clock_wires.png
Bar = 20 um.
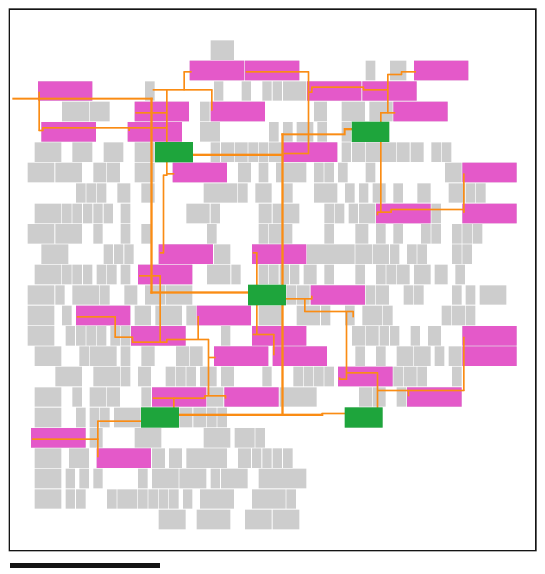
ff_map.png
Other sequential cells in the stronger grey, the rest of the logic in the fainter grey.
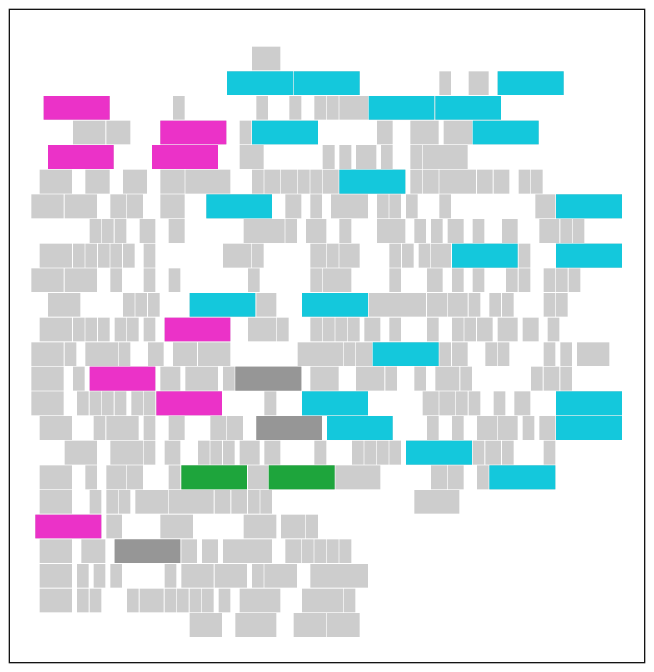
pinout.png
Pins as bars across the die edge, other pins in grey.
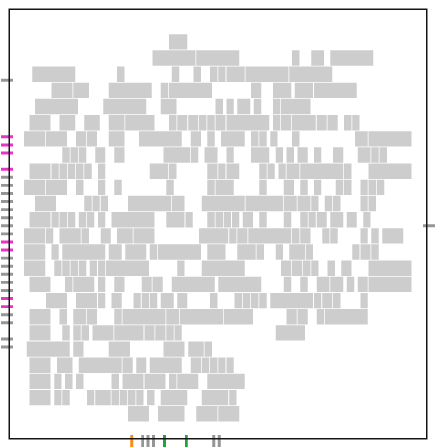
$ cat config.mk
export PLATFORM = sky130hd
export DESIGN_NAME = uart_tx_arbiter
export DESIGN_NICKNAME = d
export VERILOG_FILES = /design/src/rtl/uart_tx_arbiter.sv
export SDC_FILE = /design/constraint.sdc
export NUM_CORES = 1
export LEC_CHECK = 0
export ABC_AREA = 1
export CAP_MARGIN = 15
export CORE_AREA = 2 2 68 70
export CTS_CLUSTER_SIZE = 40
export DETAILED_ROUTE_END_ITERATION = 10
export DIE_AREA = 0 0 70 72
export PLACE_DENSITY = 0.74
export SLEW_MARGIN = 20
export SYNTH_ARGS = -nofsm -noshare
export SYNTH_HDL_FRONTEND = slang
export SYNTH_SLANG_ARGS = --single-unit
$ cat constraint.sdc
create_clock -name clk -period 2.85 [get_ports clk]
set_clock_uncertainty 0.2 [all_clocks]
set_input_delay 0.57 -clock clk [delete_from_list [all_inputs] [get_ports clk]]
set_output_delay 0.57 -clock clk [all_outputs]
set_load 0.005 [all_outputs]
$ cat src/rtl/uart_tx_arbiter.sv
// uart_tx_arbiter: shares one UART transmit byte port between two valid/ready byte requesters
// Ports: clk, reset_n_i (sync, active-low); req0_*/req1_* requester byte streams;
// tx_data_o/tx_valid_o/tx_ready_i toward the UART; owner_o current grant; timeout_o forced-release pulse.
module uart_tx_arbiter #(
    parameter bit          PACKET_MODE    = 1'b1,
    parameter logic [7:0]  DELIM          = 8'h0A,
    parameter int unsigned TIMEOUT_CYCLES = 1200000,
    parameter int unsigned TW             = 21
) (
    input  logic       clk,
    input  logic       reset_n_i,
    input  logic [7:0] req0_data_i,
    input  logic       req0_valid_i,
    output logic       req0_ready_o,
    input  logic [7:0] req1_data_i,
    input  logic       req1_valid_i,
    output logic       req1_ready_o,
    output logic [7:0] tx_data_o,
    output logic       tx_valid_o,
    input  logic       tx_ready_i,
    output logic [1:0] owner_o,
    output logic       timeout_o
);
    // encoding doubles as the owner_o decode
    typedef enum logic [1:0] {IDLE = 2'b00, OWN0 = 2'b01, OWN1 = 2'b10} state_t;
    state_t        r_state;
    state_t        w_next;
    logic          r_last;
    logic [TW-1:0] r_cnt;
    logic [7:0]    r_tx_data;
    logic          r_tx_valid;
    logic          r_timeout;
    logic          w_owning;
    logic          w_slot_free;
    logic          w_own_valid;
    logic [7:0]    w_own_data;
    logic          w_accept;
    logic          w_release;
    logic          w_tick;
    logic          w_expire;
    assign w_owning    = (r_state == OWN0) || (r_state == OWN1);
    assign w_slot_free = !r_tx_valid || tx_ready_i;
    assign w_own_valid = (r_state == OWN1) ? req1_valid_i : req0_valid_i;
    assign w_own_data  = (r_state == OWN1) ? req1_data_i : req0_data_i;
    assign w_accept    = w_owning && w_own_valid && w_slot_free;
    assign w_release   = w_accept && (!PACKET_MODE || w_own_data == DELIM);
    // idle-owner cycles only; backpressure stalls with valid high never count
    assign w_tick      = w_owning && !w_own_valid;
    // an accepted delimiter always wins over the timeout
    assign w_expire    = w_tick && (r_cnt == TW'(TIMEOUT_CYCLES - 1)) && !w_release;
    always_ff @(posedge clk) begin
        if (!reset_n_i) begin
            r_state    <= IDLE;
            r_last     <= 1'b1;
            r_cnt      <= '0;
            r_tx_data  <= 8'h00;
            r_tx_valid <= 1'b0;
            r_timeout  <= 1'b0;
        end else begin
            r_state   <= w_next;
            r_timeout <= w_expire;
            if (w_release || w_expire)
                r_last <= (r_state == OWN1);
            r_cnt <= (!w_owning || w_accept || w_expire) ? '0 : w_tick ? r_cnt + TW'(1) : r_cnt;
            if (w_accept) begin
                r_tx_data  <= w_own_data;
                r_tx_valid <= 1'b1;
            end else if (tx_ready_i) begin
                r_tx_valid <= 1'b0;
            end
        end
    end
    // on a tie the requester not served last wins
    always_comb begin
        w_next = IDLE;
        if (r_state == IDLE)
            w_next = (req0_valid_i && req1_valid_i) ? (r_last ? OWN0 : OWN1) :
                     req0_valid_i ? OWN0 : req1_valid_i ? OWN1 : IDLE;
        else if (w_owning)
            w_next = (w_release || w_expire) ? IDLE : r_state;
    end
    always_comb begin
        req0_ready_o = (r_state == OWN0) && w_slot_free;
        req1_ready_o = (r_state == OWN1) && w_slot_free;
        owner_o      = r_state;
        tx_data_o    = r_tx_data;
        tx_valid_o   = r_tx_valid;
        timeout_o    = r_timeout;
    end
endmodule

==> metrics.cfg <==
[synthesis]
mux_area_share_pct = 0
yosys.stat.seqShare_pct = 36.1
yosysWarnings = 0
synthTopLogicFamily = simple AND/OR/NAND/NOR gates
yosysCellCount = 274
aoi_share_pct = 11.5
ys_sh_simple_pct = 35.2
synth_nets = 300
ys_sh_adder_pct = 3.32
syn_area_um2 = 1880
syn_area_per_cell_um2 = 6.87
yosys_area_um2 = 1880

[place]
dp_hpwl_mm = 3.03

[floorplan]
core_area_um2 = 4260
initCoreUtil_pct = 44.2
ioPinCount = 35
die_h_um = 72
n_tap_cell = 52
die_w_um = 70

[critical_path]
critPathSlowestCell = clkdlybuf4s50_1
critical_path_class = reg -> out
reg2reg_depth = 9
critPathMaxFanout = 10
regToRegStartpoint = owner_o[0]
cp.required_ns = 2.08
startpoint = owner_o[0]
path_delay_family = buffers and inverters
crit_buf_inv = 3
r2r_slack_ns = 0.67
critPathCapture = req1_ready_o
worst_setup_path_start_kind = flip-flop
critPathMaxStageDelay_ns = 0.51

[power_and_ir_drop]
p_clk_share_pct = 34.2
fin_total_pwr_uw = 963
p_clk_uw = 329
peakVddDrop_v = 0.000306
pwr-share-seq_pct = 51.4
power.internal_uw = 730
leakagePower_nw = 0.934
netSwitchingPower_uw = 234

[min_path]
min-delay-start = tx_data_o[2]
whs_endpoint = tx_data_o[2]

[cts]
cts_tree = built
cts.path.max_buffers = 2
cts_hold_buf = 0
clock_sinks = 34
clk_latency_ns = 0.28
cts_made_buffers = 5
cts_resized = 0

[route]
dr.pass1.iters = 4
drt_wl_total_mm = 3.86
met3_length_um = 248
detail-route-antenna-nets = 0
wl_per_cell_um = 10.6
vias = 1742
met2_length_mm = 1.81

[timing]
worst_slack_ns = 0.265
fin_tns_setup_ns = 0
setup_violations = 0
max_freq_mhz = 387
hold_violations = 0
min_period_ns = 2.59

[global_route]
grt_max_degree = 15
grt_pass1_wl_mm = 7.17
antenna_found_initial = 0

[finish]
seq_area_um2 = 681
flops = 34
drive_gt1_share_pct = 7.03
nNonClkBuffers = 36
fillers = 426
diodes = 0
finalNetCount = 339
comb_share_pct = 42.6
layout.nonclk_buf_share_pct = 15.2
seq_share_pct = 29.1
nMultiInputCombCells = 193
instances_no_fill = 365

[job]
openroad.warnings = 29
cap_violations = 0

[status]
run_status = finished clean

Back to the opening pictures, clock_wires.png:
- green: clock-net drivers (count 5)
- orange: clock wires (length 450 um)
- magenta: flip-flops (count 34)
- routed clock nets: 6

Back to the opening pictures, ff_map.png:
- cyan: r_cnt (sequential cells 21)
- magenta: tx_data_o (sequential cells 8)
- green: owner_o (sequential cells 2)
- not coloured: 3

Back to the opening pictures, pinout.png:
- green: owner_o (pins 2; direction output; edge bottom)
- magenta: tx_data_o (pins 8; direction output; edge left)
- orange: req1_ready_o (pins 1; direction output; edge bottom)
- all pins by edge: 26 left, 8 bottom, 1 right

==> worst register-to-register path, cell delays in order (launching register included) <==
cell	delay, ns
dfxtp_1	0.39
inv_1	0.11
ha_1	0.40
nand3_4	0.16
nor2_1	0.19
nand2_1	0.17
nor2_4	0.21
nand4_1	0.11
nand2_1	0.09
nor2_1	0.04
==> flip-flops by register name, indices dropped and copies added, names as in the netlist <==
register / flops
tx_valid_o: 1
owner_o: 2
r_cnt: 21
r_last: 1
timeout_o: 1
tx_data_o: 8
==> cell usage after synthesis <==
library cell	count	area, um2
nor2b_4	1	13.8
dfxtp_1	34	681
nor3_1	5	25.0
nand3_4	2	35.0
or2_2	3	18.8
buf_12	1	20.0
nand4_1	8	50.1
a21oi_1	15	75.1
nand3_1	16	80.1
buf_2	2	10.0
o21ai_0	6	30.0
nor3b_1	1	7.51
nor2_2	2	12.5
inv_1	40	150
buf_6	1	11.3
nor2_4	2	22.5
o211ai_1	1	7.51
inv_6	1	8.76
a21oi_2	3	26.3
o21bai_1	1	7.51
xnor2_1	2	17.5
clkinv_1	2	7.51
a31oi_1	4	25.0
ha_1	5	62.6
nand2_1	75	282
xor2_1	4	35.0
nor2_1	31	116
o21a_1	6	45.0
==> cells in the final DEF, fill, tap and decap left out, types with 3 or more instances in the layout <==
master | netlist | layout
a21oi_1 | 15 | 15
a21oi_2 | 3 | 3
a31oi_1 | 4 | 4
clkbuf_8 | 0 | 5
clkdlybuf4s50_1 | 0 | 34
dfxtp_1 | 34 | 34
ha_1 | 5 | 4
inv_1 | 40 | 40
nand2_1 | 75 | 75
nand3_1 | 16 | 16
nand4_1 | 8 | 8
nor2_1 | 31 | 31
nor3_1 | 5 | 5
o21a_1 | 6 | 6
o21ai_0 | 6 | 6
or2_2 | 3 | 3
xor2_1 | 4 | 4
Power is estimated from default activity; no workload was simulated.
